## config.mk

```make
export PLATFORM = sky130hd
export DESIGN_NAME = rps_match_controller
export DESIGN_NICKNAME = d
export VERILOG_FILES = /design/src/rtl/rps_pkg.sv /design/src/rtl/rps_tick_timer.sv /design/src/rtl/rps_match_controller.sv
export SDC_FILE = /design/constraint.sdc
export NUM_CORES = 1
export LEC_CHECK = 0
export ABC_AREA = 1
export ABC_CLOCK_PERIOD_IN_PS = 2500
export CORE_MARGIN = 2
export CORE_UTILIZATION = 43
export DETAILED_ROUTE_END_ITERATION = 8
export PLACE_DENSITY = 0.68
export SETUP_SLACK_MARGIN = 0.15
export SYNTH_ARGS = -nofsm -noshare
export SYNTH_HDL_FRONTEND = slang
export SYNTH_SLANG_ARGS = --single-unit
```

## constraint.sdc

```tcl
create_clock -name Clk -period 2.5 [get_ports Clk]
set_input_delay 0.5 -clock Clk [delete_from_list [all_inputs] [get_ports Clk]]
set_output_delay 0.5 -clock Clk [all_outputs]
set_load 0.01 [all_outputs]
```

## src/rtl/rps_pkg.sv

```systemverilog
// Shared Rock-Paper-Scissors codes and match controller state encoding.
package rps_pkg;

   localparam logic [2:0] ROCK      = 3'b001;
   localparam logic [2:0] SCISSORS  = 3'b010;
   localparam logic [2:0] PAPER     = 3'b100;
   localparam logic [2:0] EMPTY     = 3'b000;

   localparam logic [2:0] P1_WIN    = 3'b100;
   localparam logic [2:0] P2_WIN    = 3'b001;
   localparam logic [2:0] DRAW      = 3'b010;
   localparam logic [2:0] NO_WINNER = 3'b000;

   // Wide enough for both the countdown and the result hold time
   localparam int TMR_W = 4;

   typedef enum logic [2:0] {
      ST_IDLE      = 3'd0,
      ST_COUNTDOWN = 3'd1,
      ST_EVAL      = 3'd2,
      ST_SHOW      = 3'd3,
      ST_DONE      = 3'd4
   } ctrl_state_e;

endpackage

```

## src/rtl/rps_tick_timer.sv

```systemverilog
// Loadable tick-driven down-counter; done flags the tick that consumes the last count.
module rps_tick_timer
   import rps_pkg::*;
#(
   parameter int W = TMR_W
) (
   input  logic         Clk,
   input  logic         Rst_n,
   input  logic         load,
   input  logic [W-1:0] load_val,
   input  logic         run,
   output logic [W-1:0] count,
   output logic         done
);

   logic [W-1:0] count_q, count_d;

   always_comb begin
      count_d = count_q;
      if (load) begin
         count_d = load_val;
      end else if (run && (count_q != '0)) begin
         count_d = count_q - W'(1);
      end
   end

   always_ff @(posedge Clk or negedge Rst_n) begin
      if (!Rst_n) begin
         count_q <= '0;
      end else begin
         count_q <= count_d;
      end
   end

   assign count = count_q;
   assign done  = run && (count_q == W'(1));

endmodule

```

## src/rtl/rps_match_controller.sv

```systemverilog
// Best-of-N Rock-Paper-Scissors match sequencer: countdown, sample, score, declare winner.
module rps_match_controller
   import rps_pkg::*;
#(
   parameter int WIN_TARGET  = 2,
   parameter int MAX_ROUNDS  = 5,
   parameter int COUNT_TICKS = 3,
   parameter int SHOW_TICKS  = 2,
   parameter int SCORE_W     = 3,
   parameter int RND_W       = 3
) (
   input  logic               Clk,
   input  logic               Rst_n,
   input  logic               tick,
   input  logic               start,
   input  logic               abort,
   input  logic [2:0]         winner_in,
   output logic               sample_en,
   output logic [1:0]         countdown,
   output logic [2:0]         round_result,
   output logic [SCORE_W-1:0] p1_score,
   output logic [SCORE_W-1:0] p2_score,
   output logic [RND_W-1:0]   round_cnt,
   output logic               match_over,
   output logic [2:0]         match_winner
);

   ctrl_state_e        state_q, state_d;
   logic [SCORE_W-1:0] p1_q, p1_d, p2_q, p2_d;
   logic [RND_W-1:0]   rnd_q, rnd_d;
   logic [2:0]         result_q, result_d;
   logic [2:0]         mwin_q, mwin_d;
   logic               sample_q, sample_d;

   logic               tmr_load, tmr_run, tmr_done;
   logic [TMR_W-1:0]   tmr_val, tmr_cnt;

   function automatic logic [2:0] pick_winner(input logic [SCORE_W-1:0] a,
                                              input logic [SCORE_W-1:0] b);
      if (a > b)      return P1_WIN;
      else if (b > a) return P2_WIN;
      else            return DRAW;
   endfunction

   rps_tick_timer #(.W(TMR_W)) u_timer (
      .Clk      (Clk),
      .Rst_n    (Rst_n),
      .load     (tmr_load),
      .load_val (tmr_val),
      .run      (tmr_run),
      .count    (tmr_cnt),
      .done     (tmr_done)
   );

   always_comb begin
      state_d  = state_q;
      p1_d     = p1_q;
      p2_d     = p2_q;
      rnd_d    = rnd_q;
      result_d = result_q;
      mwin_d   = mwin_q;
      sample_d = 1'b0;
      tmr_load = 1'b0;
      tmr_val  = '0;
      tmr_run  = 1'b0;

      if (abort) begin
         state_d  = ST_IDLE;
         p1_d     = '0;
         p2_d     = '0;
         rnd_d    = '0;
         result_d = NO_WINNER;
         mwin_d   = NO_WINNER;
         tmr_load = 1'b1;
      end else begin
         case (state_q)
            ST_IDLE, ST_DONE: begin
               if (start) begin
                  state_d  = ST_COUNTDOWN;
                  p1_d     = '0;
                  p2_d     = '0;
                  rnd_d    = '0;
                  result_d = NO_WINNER;
                  mwin_d   = NO_WINNER;
                  tmr_load = 1'b1;
                  tmr_val  = TMR_W'(COUNT_TICKS);
               end
            end
            ST_COUNTDOWN: begin
               tmr_run = tick;
               if (tmr_done) begin
                  state_d  = ST_EVAL;
                  sample_d = 1'b1;
               end
            end
            ST_EVAL: begin
               // Invalid or empty codes void the round: only the display code updates
               case (winner_in)
                  P1_WIN: begin
                     p1_d  = p1_q + SCORE_W'(1);
                     rnd_d = rnd_q + RND_W'(1);
                  end
                  P2_WIN: begin
                     p2_d  = p2_q + SCORE_W'(1);
                     rnd_d = rnd_q + RND_W'(1);
                  end
                  DRAW:    rnd_d = rnd_q + RND_W'(1);
                  default: ;
               endcase
               result_d = winner_in;
               tmr_load = 1'b1;
               tmr_val  = TMR_W'(SHOW_TICKS);
               state_d  = ST_SHOW;
            end
            ST_SHOW: begin
               tmr_run = tick;
               if (tmr_done) begin
                  if ((p1_q == SCORE_W'(WIN_TARGET)) || (p2_q == SCORE_W'(WIN_TARGET)) ||
                      (rnd_q == RND_W'(MAX_ROUNDS))) begin
                     state_d = ST_DONE;
                     mwin_d  = pick_winner(p1_q, p2_q);
                  end else begin
                     state_d  = ST_COUNTDOWN;
                     tmr_load = 1'b1;
                     tmr_val  = TMR_W'(COUNT_TICKS);
                  end
               end
            end
            default: state_d = ST_IDLE;
         endcase
      end
   end

   always_ff @(posedge Clk or negedge Rst_n) begin
      if (!Rst_n) begin
         state_q  <= ST_IDLE;
         p1_q     <= '0;
         p2_q     <= '0;
         rnd_q    <= '0;
         result_q <= NO_WINNER;
         mwin_q   <= NO_WINNER;
         sample_q <= 1'b0;
      end else begin
         state_q  <= state_d;
         p1_q     <= p1_d;
         p2_q     <= p2_d;
         rnd_q    <= rnd_d;
         result_q <= result_d;
         mwin_q   <= mwin_d;
         sample_q <= sample_d;
      end
   end

   always_comb begin
      countdown    = (state_q == ST_COUNTDOWN) ? tmr_cnt[1:0] : 2'b00;
      match_over   = (state_q == ST_DONE);
      sample_en    = sample_q;
      round_result = result_q;
      p1_score     = p1_q;
      p2_score     = p2_q;
      round_cnt    = rnd_q;
      match_winner = mwin_q;
   end

endmodule
```

Run 1, cell classes on the final placement:
Scale bar: 20 µm. Fill, decap, tap and diode cells in grey.
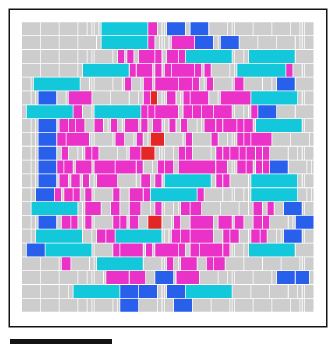
legend:
  other buffers and delay cells:
    colour: blue
    cells: 27
  clock drivers and dummy loads:
    colour: red
    cells: 4
  combinational and other logic:
    colour: magenta
    cells: 151
  flops:
    colour: cyan
    cells: 23

Run 1, M2 wires:
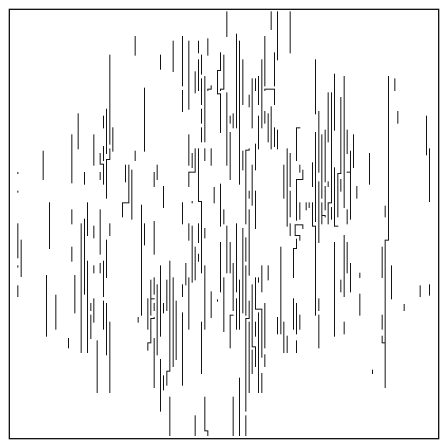
wire length on this layer: 1,360 µm
nets with wire on the layer: 185
main direction: vertical
share of all routed wire: 45%

Run 1, selected gate families:
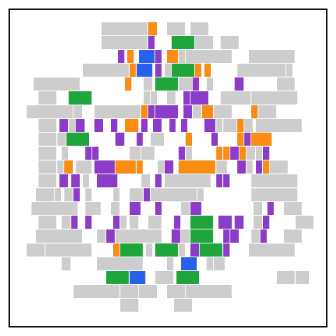
legend:
  adder and majority cells:
    colour: green
    cells: 12
  XOR/XNOR gates:
    colour: blue
    cells: 4
  NOR gates:
    colour: orange
    cells: 24
  NAND gates:
    colour: purple
    cells: 59

Run 1, the clock network:
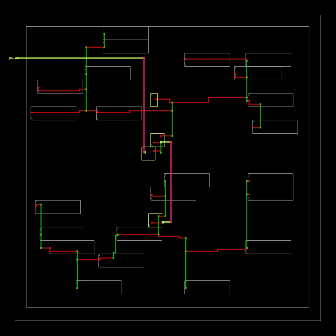
power dissipated in the clock network: 0.000176 W
post-route clock skew: 5.93 ps

==> summary.txt, run 1 <==
Summary of the current implementation state.

- The run finished with clean final reports.
- The sequential share of cell area is 32.1%, for reference.
- The group with the largest share of power is combinational logic, for reference.
- The floorplan step set the die width to 62.2 µm.
- Synthesis inferred 23 register bits.
- The cell count listed in synth_stat.txt is 175, for reference.
- For reference, the critical path cell chain is inv_2, nand2_1, nor2_1, inv_1, nor2_1, clkdlybuf4s50_1.
- STA classifies the critical path startpoint as a flop.
- Hold is met by around 500 ps.
- In the final layout, non-clock buffers account for 14.9% of the cell area.
- The met3 layer wire length in the routed design is 89 µm, for reference.
- Data on the critical path arrives at its endpoint at 1730 ps.
- The final timing summary puts the cycle share of the worst path at 89.1%.
- The path with the worst hold slack has its endpoint at match_winner[2].
- The number of setup buffers added after CTS is 0, for reference.
- The total routing usage reported by global routing is 16.4%, for reference.
- The chip area line in the Yosys stat output reads 1460 µm².
- The register-to-register path setup slack is 930 ps, for reference.
- The critical path required time is 2000 ps, for reference.
- The final period demand of the worst path is 2230 ps, for reference.
- In this run the number of H-tree levels came out at 1.
- The largest combinational cell category by area is simple AND/OR/NAND/NOR gates, for reference.
- The critical path ends at countdown[1].
- The share of flip-flops with an asynchronous set or reset is 100%, for reference.
- Of the total power, the clock network draws 13.6%.
- Per STA, the worst path accumulates the most delay in the family buffers and inverters.
- The number of warnings in the stage logs is 31, for reference.
- The number of flip-flops under the largest register name is 4, for reference.
- The finished cells cover roughly 1800 µm².
- Per the placement log, port buffering inserted 26 buffers.
- The CTS tree is built, for reference.
- The post-synthesis simple-gate area fraction is 28.6%, for reference.
- The sequential power reported by the tool is 0.000496 W.
- The sequential area share after synthesis is between 30% and 40%, for reference.
- The worst voltage drop across the vdd grid is around 0.28 mV, for reference.
- Based on the critical path, the design can be clocked at up to 449 MHz.
- The capture instance of the worst register-to-register path is u_timer.count[0], for reference.
- The maximum cell stage delay along the critical path is ~540 ps, for reference.
- The total wire length is 2.99 mm, for reference.
- Entering global routing, the biggest net connects 24 pins.
- The number of synthesis warnings is 0, for reference.
- The number of maximum-capacitance constraint violations is 0, for reference.
- The clock insertion delay at the later pin of the skew report is 310 ps, for reference.
- For this run, the detailed router reports a per-instance via density of 4.92.
- The most used flip-flop cell is sky130_fd_sc_hd__dfrtp_1, for reference.
- The combined area of all synthesized cells is 1460 µm², for reference.
- Dividing the detail-routed wire length by the instance count gives 11.9 µm.
- Per the post-place timing report, worst setup slack is roughly 330 ps.
==> run 1 -> run 2 <==
--- a/config.mk
+++ b/config.mk
@@ -10,8 +10,8 @@
 export CORE_MARGIN = 2
 export CORE_UTILIZATION = 43
 export DETAILED_ROUTE_END_ITERATION = 8
-export PLACE_DENSITY = 0.68
-export SETUP_SLACK_MARGIN = 0.15
+export DONT_BUFFER_PORTS = 1
+export SETUP_SLACK_MARGIN = 0.5
 export SYNTH_ARGS = -nofsm -noshare
 export SYNTH_HDL_FRONTEND = slang
 export SYNTH_SLANG_ARGS = --single-unit
Run 2, cells by drive strength:
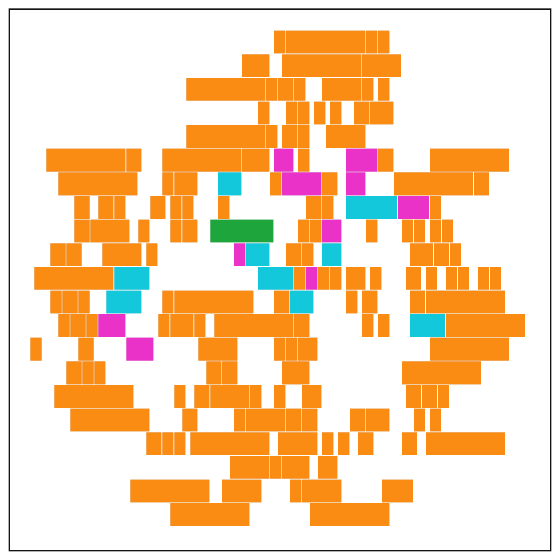
legend:
  _6 and larger:
    colour: green
    cells: 1
    share: 0.56%
    most_used: nor2_8
  _2 cells:
    colour: magenta
    cells: 10
    share: 5.6%
  _0 and _1 cells:
    colour: orange
    cells: 159
    share: 89%
    most_used: nand2_1
  _3 and _4 cells:
    colour: cyan
    cells: 9
    share: 5.0%
    most_used: clkbuf_4

Run 2, the clock network:
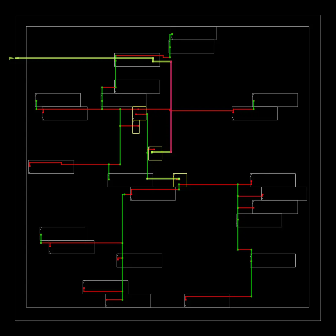
post-route clock skew: 3.52 ps
power dissipated in the clock network: 0.000182 W
count of clock tree sinks: 23
number of flip-flops and latches: 23

==> run 2 against run 1 <==
Effect of this change:
- global-route usage fell by 0.13 points
- maximum frequency rose by 21%
- die size unchanged
- clock skew shrank 2.4 ps
- sequential share of layout area rose by 5.3 points
- critical path depth is 1 lower
- flip-flop count is the same
- sequential power rose by 2%
- synthesized cell count did not move
- core utilization decreased by 7.9 points
- area after synthesis did not move
- highest routed layer unchanged
==> summary.txt, run 2 <==
Summary of the current implementation state.

- Counting I/O delays and the setup requirement, the final critical path takes 1840 ps.
- The number of maximum-capacitance violations recorded for the run is 0.
- Warnings raised by the tools during the run amount to 32.
- The layout report gives the register share of total cell area as 37.4%.
- The CTS tree is built, for reference.
- The run finished with clean final reports.
- Across all register-to-register paths, the minimum setup slack is between 900 and 1000 ps.
- For this sky-water flow run, the detailed-routed wirelength per cell is reported as 12.6 µm.
- In this run the cell area measured after placement is ~1500 µm².
- For reference, simple AND, OR, NAND and NOR cells occupy around 29% of the area reported after synthesis.
- The area taken by multi-input logic gates is 776 µm², for reference.
- In the global route stage, overall resource usage came out at 16.3%.
- Wires add up to between 2 and 3 mm.
- The worst setup timing slack at the placement stage is 940 ps, for reference.
- The switching component of the power is 0.000553 W, for reference.
- Counting the inverters off the clock network in the layout gives 24.
- The power report attributes to the clock group a share of 14.9%.
- OpenSTA lists the critical path startpoint as state_q[2].
- The highest clock rate this design can be run at is 545 MHz.
- The clock reaches the later pin of the worst-skew pair after 310 ps.
- Power attributed to sequential cells is 0.000508 W.
- After floorplanning, the core was divided into 21 placement rows.
- In the power breakdown, the biggest contributor is combinational logic.
- The post-detailed-route via-to-cell ratio is 5.08, for reference.
- The number of flip-flops under the largest register name is 4, for reference.
- In the finished design, the share of the clock period the worst path needs comes to 73.4%.
- The yosys-reported design area after synthesis is between 1000 and 1500 µm², for reference.
- The maximum number of pins on one net before global-route repair is 24, for reference.
- The fraction of area in non-clock buffers is 0.651%, for reference.
- Among the non-sequential cells, simple AND/OR/NAND/NOR gates take the most area.
- The flip-flop and latch count after synthesis is 23, for reference.
- The most used flip-flop cell is sky130_fd_sc_hd__dfrtp_1, for reference.
- The synthesis report gives the async set-or-reset register share as 100%.
- Yosys stat counts 175 cells in the synthesized netlist.
- Sequential cells were found to cover about two fifths of the synthesized design area.
- In the per-layer summary, the met1 wirelength comes to around 1.4 mm.
- The H-tree depth is 1, for reference.
- The placeable core region is 3280 µm², for reference.
- In the hold report, the worst path ends at round_result[0].
- The buffer_ports step reported a buffer count of 0.
- The longest incremental delay of any stage on the critical path is reported as 380 ps.
- The initial detailed-routing violation count is 66, for reference.
- In this run the cell area of the synthesized design comes to 1460 µm².
- The capture instance of the worst register-to-register path is u_timer.count[0], for reference.
- The worst setup path endpoint is countdown[0], for reference.
- Across all hold checks on the routed design, the worst slack comes to 340 ps.
- The met3 layer wire length in the routed design is 161 µm, for reference.
- The floorplan step set the die width to 62.2 µm.
- The kind of launch point of the worst setup path is a flop, for reference.
- Listed in order, past its start point the critical path passes inv_1, nand2_1, nor2_1, inv_1, nor2_1.
- The data arrival time at the worst-slack endpoint is 1340 ps, for reference.
Run 2, cell classes on the final placement:
Scale bar: 20 µm. Fill, decap, tap and diode cells in grey.
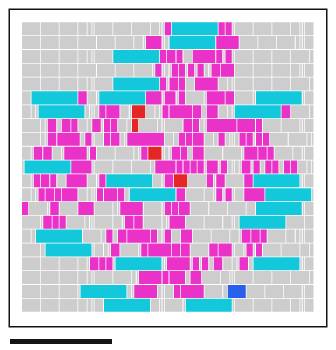
legend:
  other buffers and delay cells:
    colour: blue
    cells: 1
  combinational and other logic:
    colour: magenta
    cells: 151
  clock drivers and dummy loads:
    colour: red
    cells: 4
  flops:
    colour: cyan
    cells: 23

==> run 2 -> run 3 <==
--- a/config.mk
+++ b/config.mk
@@ -6,7 +6,7 @@
 export NUM_CORES = 1
 export LEC_CHECK = 0
 export ABC_AREA = 1
-export ABC_CLOCK_PERIOD_IN_PS = 2500
+export ABC_CLOCK_PERIOD_IN_PS = 1650
 export CORE_MARGIN = 2
 export CORE_UTILIZATION = 43
 export DETAILED_ROUTE_END_ITERATION = 8
==> constraint.sdc (replaced) <==
create_clock -name Clk -period 1.65 [get_ports Clk]
set_input_delay 0.33 -clock Clk [delete_from_list [all_inputs] [get_ports Clk]]
set_output_delay 0.33 -clock Clk [all_outputs]
set_load 0.01 [all_outputs]
Run 3, the clock network:
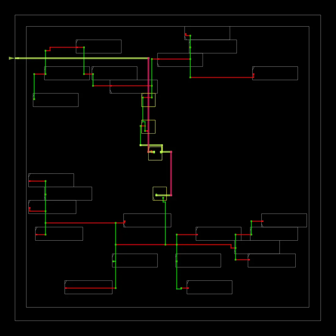
latest clock arrival within the worst-skew pair: 320 ps
post-route clock skew: 11.2 ps
power dissipated in the clock network: 0.000273 W
Clock buffer cells: 3

Run 3, cell classes on the final placement:
Scale bar: 20 µm. Fill, decap, tap and diode cells in grey.
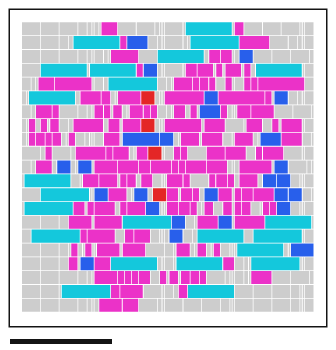
legend:
  flops:
    colour: cyan
    cells: 23
  combinational and other logic:
    colour: magenta
    cells: 151
  other buffers and delay cells:
    colour: blue
    cells: 26
  clock drivers and dummy loads:
    colour: red
    cells: 4

==> run 3 against run 2 <==
Effect of this change:
- first-iteration DRC count decreased by 26%
- highest routed layer unchanged
- register-to-register slack got worse by 840 ps
- clock power is about 50% higher
- global-route usage up 2.6 points
- core utilization up 16 points
- non-clock buffer count rose by 25
==> summary.txt, run 3 <==
Summary of the current implementation state.

- The yosys-reported design area after synthesis is 1460 µm², for reference.
- Sequential cells placed in the final layout were counted as 23.
- Per the power-grid run, VDD falls by no more than 0.594 mV.
- The total routing usage reported by global routing is 18.9%, for reference.
- The maximum number of pins on one net before global-route repair is 24, for reference.
- The worst path in the final design needs a cycle of 1520 ps, including I/O delays and setup.
- The share of flip-flops with an asynchronous set or reset is 100%, for reference.
- The floorplan die width is 62.2 µm, for reference.
- The analysis attributes to net switching a power of 0.00120 W.
- The most critical setup path has its endpoint at p1_score[2].
- The cell count listed in synth_stat.txt is 175, for reference.
- Data on the critical path arrives at its endpoint at approximately 1800 ps.
- The number of signal-net inverters in the final layout is 24, for reference.
- Per Yosys stat, the portion of area used by sequential elements is 39.6%.
- The endpoint with the worst hold slack is round_result[2], for reference.
- TritonCTS reports the number of clock sinks as 23.
- The source of the critical timing path is state_q[2], for reference.
- The capture instance of the worst register-to-register path is p1_score[2], for reference.
- The group with the largest share of power is combinational logic, for reference.
- In this run the cell area of the synthesized design comes to 1460 µm².
- The register-to-register path setup slack is 130 ps, for reference.
- The most used flip-flop cell is sky130_fd_sc_hd__dfrtp_1, for reference.
- The fmax is 657 MHz, for reference.
- The post-detailed-route via-to-cell ratio is 5.19, for reference.
- The wire length recorded after detailed routing is between 3 and 4 mm.
- According to the timing report, the data required time at the worst endpoint equals around 1900 ps.
- The sequential group power is 0.000816 W, for reference.
- The area taken by multi-input logic gates is 1050 µm², for reference.
- The CTS tree is built, for reference.
- The largest combinational cell category by area is simple AND/OR/NAND/NOR gates, for reference.
- The flow ran to the end, and the final reports show no timing, DRC or antenna violations.
- In this run the critical path is formed by inv_2, nand2_2, nor2_4, buf_4, o21ai_2, a21oi_4, nand4_1, o21ai_0.
- After detailed routing, the average wire length per cell comes to 14.1 µm.
- The met1 routed wirelength after detailed routing is about 1.4 mm, for reference.
- The met3 layer wire length in the routed design is 147 µm, for reference.
- For reference, simple AND, OR, NAND and NOR cells occupy about 29% of the area reported after synthesis.
- The final cycle utilization of the critical path is 92.3%, for reference.
- The number of maximum-capacitance constraint violations is 0, for reference.
- The part of the power in the clock network is 10.4%, for reference.
- The number of setup buffers added after CTS is 10, for reference.
- Non-clock buffers make up 10.9% of the layout cell area.
- The kind of launch point of the worst setup path is a flop, for reference.
- The largest delay contributor family on the critical path is flip-flops, for reference.
- Per the CTS log, the maximum H-tree level is 1.
- Port buffering added 0 buffers.
- The flip-flop and latch count after synthesis is 23, for reference.
Run 3, cells by drive strength:
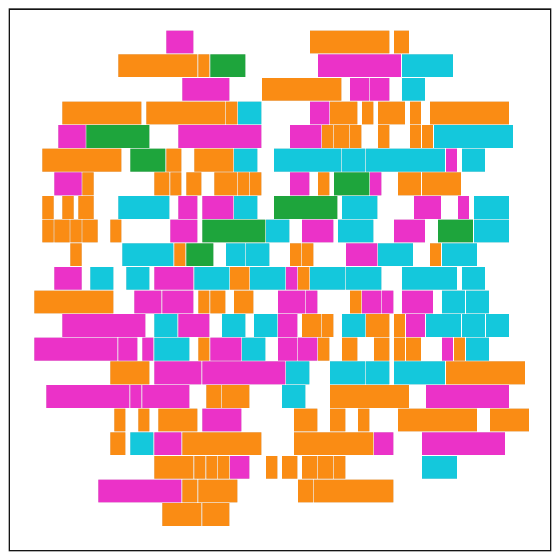
legend:
  _0 and _1 cells:
    colour: orange
    cells: 94
    share: 46%
    most_used: nand2_1
  _3 and _4 cells:
    colour: cyan
    cells: 48
    share: 24%
    most_used: buf_4
  _6 and larger:
    colour: green
    cells: 8
    share: 3.9%
    most_used: buf_6
  _2 cells:
    colour: magenta
    cells: 54
    share: 26%

No activity file was given, so power comes from the tool's default toggle rates.
